**Register map, names as in the netlist**

Bar = 20 um. Other sequential cells in the stronger gray, the rest of the logic in the fainter gray.
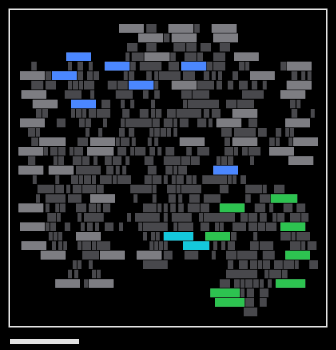
**Signal wires on met2**

Bar = 20 um.
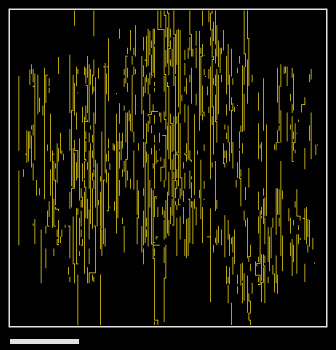
**M3 wires**

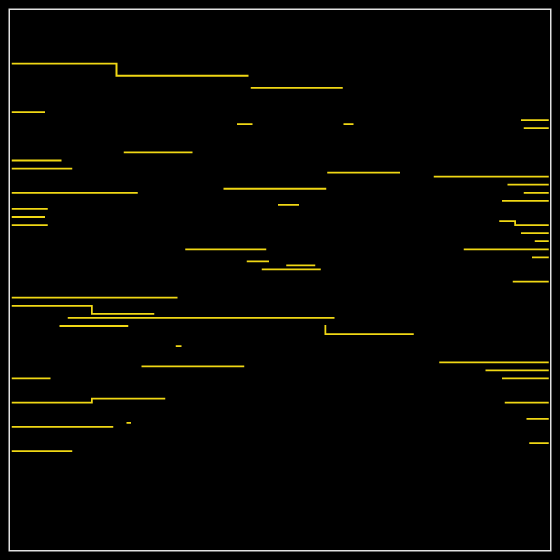
**Selected gate families**

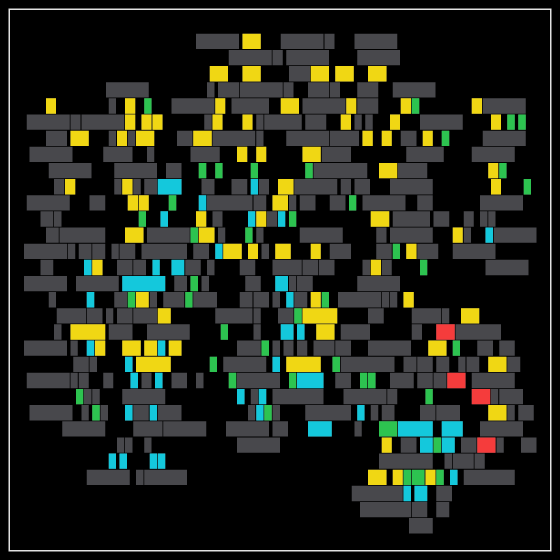
<file path="config.mk">
export PLATFORM = sky130hd
export DESIGN_NAME = midi_msg_parser
export DESIGN_NICKNAME = d
export VERILOG_FILES = /design/src/rtl/midi_msg_parser.sv
export SDC_FILE = /design/constraint.sdc
export NUM_CORES = 1
export LEC_CHECK = 0
export ABC_AREA = 1
export CAP_MARGIN = 10
export CORE_MARGIN = 2
export CORE_UTILIZATION = 35
export CTS_CLUSTER_DIAMETER = 80
export DETAILED_ROUTE_END_ITERATION = 8
export DONT_BUFFER_PORTS = 1
export PLACE_DENSITY = 0.54
export SLEW_MARGIN = 10
export SYNTH_ARGS = -nofsm -noshare
export SYNTH_HDL_FRONTEND = slang
export SYNTH_SLANG_ARGS = --single-unit
</file>
<file path="constraint.sdc">
create_clock -name sys_clk -period 1.3 [get_ports sys_clk]
set_input_delay 0.26 -clock sys_clk [delete_from_list [all_inputs] [get_ports sys_clk]]
set_output_delay 0.26 -clock sys_clk [all_outputs]
set_load 0.02 [all_outputs]
</file>
<file path="src/rtl/midi_msg_parser.sv">
// Assembles MIDI channel/system-common messages from received bytes; msg_valid/rt_valid pulse 1 cycle after the final byte strobe.
// No backpressure: input is strobe-driven and every byte is consumed in its strobe cycle.
module midi_msg_parser #(
    parameter bit         OMNI      = 1'b1,
    parameter logic [3:0] CHANNEL   = 4'd0,
    parameter bit         V0_AS_OFF = 1'b1
) (
    input  logic       sys_clk,
    input  logic       sys_rst,
    input  logic [7:0] data_rx,
    input  logic       is_command,
    input  logic       new_byte_strobe,
    output logic       msg_valid,
    output logic [7:0] msg_status,
    output logic [6:0] msg_d1,
    output logic [6:0] msg_d2,
    output logic       rt_valid,
    output logic [7:0] rt_byte,
    output logic [7:0] drop_cnt
);

    typedef enum logic [1:0] {IDLE, WAIT_D1, WAIT_D2, SYSEX} state_t;

    state_t     state_q, state_d;
    logic [7:0] st_q, st_d;
    logic       chan_q, chan_d;
    logic [6:0] d1_q, d1_d;

    logic       need1;
    logic       msg_done;
    logic       emit;
    logic [7:0] emit_st;
    logic [6:0] emit_d1, emit_d2;
    logic       drop;
    logic       rt_hit;
    logic       filtered;
    logic [7:0] out_st;

    assign need1 = (st_q[7:4] == 4'hC) || (st_q[7:4] == 4'hD) ||
                   (st_q == 8'hF1) || (st_q == 8'hF3);

    always_comb begin
        state_d  = state_q;
        st_d     = st_q;
        chan_d   = chan_q;
        d1_d     = d1_q;
        msg_done = 1'b0;
        emit     = 1'b0;
        emit_st  = st_q;
        emit_d1  = 7'd0;
        emit_d2  = 7'd0;
        drop     = 1'b0;
        rt_hit   = 1'b0;
        if (new_byte_strobe) begin
            if (is_command) begin
                if (data_rx >= 8'hF8) begin
                    rt_hit = 1'b1;
                end else if (data_rx < 8'hF0) begin
                    st_d    = data_rx;
                    chan_d  = 1'b1;
                    state_d = WAIT_D1;
                end else begin
                    case (data_rx)
                        8'hF0: begin
                            chan_d  = 1'b0;
                            state_d = SYSEX;
                        end
                        8'hF7: state_d = IDLE;
                        8'hF1, 8'hF2, 8'hF3: begin
                            st_d    = data_rx;
                            chan_d  = 1'b0;
                            state_d = WAIT_D1;
                        end
                        8'hF6: begin
                            chan_d  = 1'b0;
                            emit    = 1'b1;
                            emit_st = 8'hF6;
                            state_d = IDLE;
                        end
                        default: begin
                            chan_d  = 1'b0;
                            state_d = IDLE;
                        end
                    endcase
                end
            end else begin
                case (state_q)
                    SYSEX: ;
                    WAIT_D2: begin
                        msg_done = 1'b1;
                        emit_d1  = d1_q;
                        emit_d2  = data_rx[6:0];
                    end
                    default: begin
                        // IDLE with a live channel running status behaves like WAIT_D1
                        if (state_q == IDLE && !chan_q) begin
                            drop = 1'b1;
                        end else if (need1) begin
                            msg_done = 1'b1;
                            emit_d1  = data_rx[6:0];
                        end else begin
                            d1_d    = data_rx[6:0];
                            state_d = WAIT_D2;
                        end
                    end
                endcase
            end
        end
        if (msg_done) begin
            emit = 1'b1;
            if (chan_q) begin
                state_d = WAIT_D1;
            end else begin
                state_d = IDLE;
                st_d    = 8'h00;
            end
        end
    end

    assign filtered = !OMNI && (emit_st[7:4] != 4'hF) && (emit_st[3:0] != CHANNEL);
    assign out_st   = (V0_AS_OFF && emit_st[7:4] == 4'h9 && emit_d2 == 7'd0) ?
                      {4'h8, emit_st[3:0]} : emit_st;

    always_ff @(posedge sys_clk) begin
        if (sys_rst) begin
            state_q    <= IDLE;
            st_q       <= 8'h00;
            chan_q     <= 1'b0;
            d1_q       <= 7'd0;
            msg_valid  <= 1'b0;
            msg_status <= 8'h00;
            msg_d1     <= 7'd0;
            msg_d2     <= 7'd0;
            rt_valid   <= 1'b0;
            rt_byte    <= 8'h00;
            drop_cnt   <= 8'h00;
        end else begin
            state_q   <= state_d;
            st_q      <= st_d;
            chan_q    <= chan_d;
            d1_q      <= d1_d;
            msg_valid <= emit && !filtered;
            if (emit && !filtered) begin
                msg_status <= out_st;
                msg_d1     <= emit_d1;
                msg_d2     <= emit_d2;
            end
            rt_valid <= rt_hit;
            if (rt_hit) begin
                rt_byte <= data_rx;
            end
            if (drop && drop_cnt != 8'hFF) begin
                drop_cnt <= drop_cnt + 8'd1;
            end
        end
    end

endmodule

</file>
==> job_summary.md <==
## Implementation flow summary

| Metric | Value |
|---|---|
| Outcome | `finished, violations left` |
| Failing checks | `setup timing` |
| Total power after layout | `3.899 mW` |
| Area delta synth->final | `38.23%` |
| Dpl cells | `roughly 490` |
| CLK BUF | `11` |
| Setup tns final | `-57.95 ps` |
| First-pass GRT wire length | `between 10000 and 15000 um` |
| Logic pwr share | `11.6%` |
| Mapped cell area | `approximately 2600 sq um` |
| Tmin final | `around 1300 ps` |
| Synth area leader | `dfxtp_1` |
| Boundary Pins | `52` |
| Routability cong. | `0.8353` |
| CP Capture Type | `flip-flop` |
| Place WS | `-47.37 ps` |
| Async SR Flop Fraction | `0%` |
| Setup WS post-layout | `-23.23 ps` |
| Max Slew Vio Count | `0` |
| Worst r2r src | `st_q[4]` |
| Tool warning count | `27` |
| Syn_area_per_cell | `7.437 sq um` |
| Critical path required time | `roughly 1500 ps` |
| Non-clk bufs | `approximately 48` |
| DR pass1 iterations | `7` |
| Num CTS Buffers | `9` |
| P_sw | `1.048 mW` |
| Fin util | `50.19%` |
| Clock-cell share | `5.128%` |
| Crit path to | `st_q[1]` |
| RSZ-0062 raised after global routing | `true` |
| Number of distinct library cells after synthesis | `36` |
| Comb area | `1563 sq um` |
| Hold_sp | `data_rx[0]` |
| Flop pwr share | `48.1%` |
| Pwr per Cell Area | `1065 nW/um^2` |
| Worst setup path startpoint | `st_q[4]` |
| DR vias | `2530` |
| Syn_nets | `369` |
| Comb gates | `about 240` |
| Seq/Total Area, Yosys | `43.86%` |
| Top cells excl fill/tap | `nand2_1, dfxtp_1, buf_4` |
| Pre-Place Util | `36.31%` |
| Non-clk invs | `42` |
| IO buf count | `0` |
| Core area | `roughly 7300 sq um` |
| Leading cell kind | `combinational gates` |
| Well Taps | `99` |
| Final period util | `101.8%` |
| Max-Cap Viols | `0` |
| Layout Nets | `416` |
| Grt ovf | `0` |
| Post-synth EDFFs | `0` |
| Area reported by Yosys stat | `2648 sq um` |
| Flop Count | `58` |
| Hold Path Class | `in2reg` |
| Clk pwr | `roughly 1.6 mW` |
| FF+latch count, synth | `58` |
| Antenna viol nets, final | `0` |
| Layout cells sized above 1 | `38.08%` |
| Clock Power Share | `just over 40%` |
| Clock buffer depth | `2` |
| Hold Fails Final Rpt | `0` |
| CTS tree | `yes` |
| Power Combinational | `0.450 mW` |
| Clk latency late pin | `around 350 ps` |
| Row count | `31` |
| Seq group | `1.88 mW` |
| Kind of critical path | `reg2reg` |
| Power Internal | `2.850 mW` |
| Vias per Instance | `5.000` |
| Hold Path Sink | `rt_byte[0]` |
| Max VDD drop | `0.8774 mV` |
| Number of H-tree levels | `3` |
| Vias in the first global route | `about 2.5k` |
| Min-Delay Path Depth | `2` |
| Die ar. | `between 8000 and 9000 sq um` |
| Root buffer cell | `clkbuf_8` |
| Net Sw Frac | `a little over a quarter` |
| CP Max Fanout | `7` |
| WL per Instance | `about 15 um` |
| Final setup fails | `5` |
| Largest net degree at the start of global routing | `29` |
| CTS clk-pin slew, worst paths | `70 ps` |
| Top cells by area | `dfxtp_1, nand2_1, a21oi_1` |
Notes on 'register map, names as in the netlist' above:
[state_q] cyan | flops: 2
[drop_cnt] green | flops: 8 | where: bottom right
[d1_q] blue | flops: 7

Notes on 'signal wires on met2' above:
wire length on this layer: 3620 um
share of all routed wire: 48%
longest straight run: 37.7 um

Notes on 'M3 wires' above:
longest straight run: 44.6 um
wire length on this layer: 530 um
nets with wire on the layer: 41
share of all routed wire: 7.0%
main direction: horizontal

Notes on 'selected gate families' above:
[aoi and oai cells] yellow | cells: 74
[nor cells] cyan | cells: 42
[inv cells] green | cells: 42
[xor and xnor cells] red | cells: 4
final std cells w/o fill: 506
combinational share of cell area: 42.70%
Commonest Layout Cell: nand2_1

-- layer usage --
metal | share of wire, % | wire, um | track usage, %
met5 | 0 | 0 | 0
met4 | 1.5 | 112 | 4.798
met3 | 7.0 | 530 | 7.303
met2 | 48 | 3620 | 30.68
met1 | 44 | 3353 | 22.66
-- synthesized netlist by cell type (2+ instances only) --
| library cell | count |
|---|---|
| dfxtp_1 | 58 |
| buf_6 | 2 |
| nand2_2 | 5 |
| a21oi_2 | 2 |
| nand4_1 | 9 |
| o21ai_0 | 20 |
| nor2_1 | 35 |
| inv_1 | 36 |
| o211ai_1 | 3 |
| o21ai_1 | 5 |
| nand2_1 | 69 |
| xor2_1 | 2 |
| buf_2 | 4 |
| nand3_1 | 35 |
| buf_4 | 2 |
| o22ai_1 | 4 |
| a21oi_1 | 36 |
| inv_2 | 5 |
| nor4_1 | 2 |
| clkbuf_1 | 4 |
| nor3_1 | 2 |
| xnor2_1 | 2 |
-- what timing repair did --
| action | in CTS | in global routing |
|---|---|---|
| pin swaps | 4 | 20 |
| gates resized | 11 | 84 |
| gates cloned | 0 | 2 |
| endpoints found under the setup margin | 25 | 47 |
| endpoints found under the hold margin | 28 | 0 |
| setup buffers | 0 | 3 |
| hold buffers | 1 | 0 |
-- cell families after synthesis --
group / after synthesis / synth area share, %
adders and majority gates: 1 / 0.4725
AOI/OAI and AO/OA: 74 / 15.83
xor gates and xnor gates: 4 / 1.323
and+or+nand+nor: 164 / 29.58
buffers and inverters: 55 / 8.932
DFF: 58 / 43.86
-- critical path, cell delays in order, from the launching register on --
cell     delay, ps
dfxtp_2        340
nand2_2         50
inv_2           50
nand2_2         60
nand2_4         70
nand3_4         90
nand2_4        120
nand2_8         90
o21ai_4        250
nor2_1          80
Power and IR drop assume default switching activity.
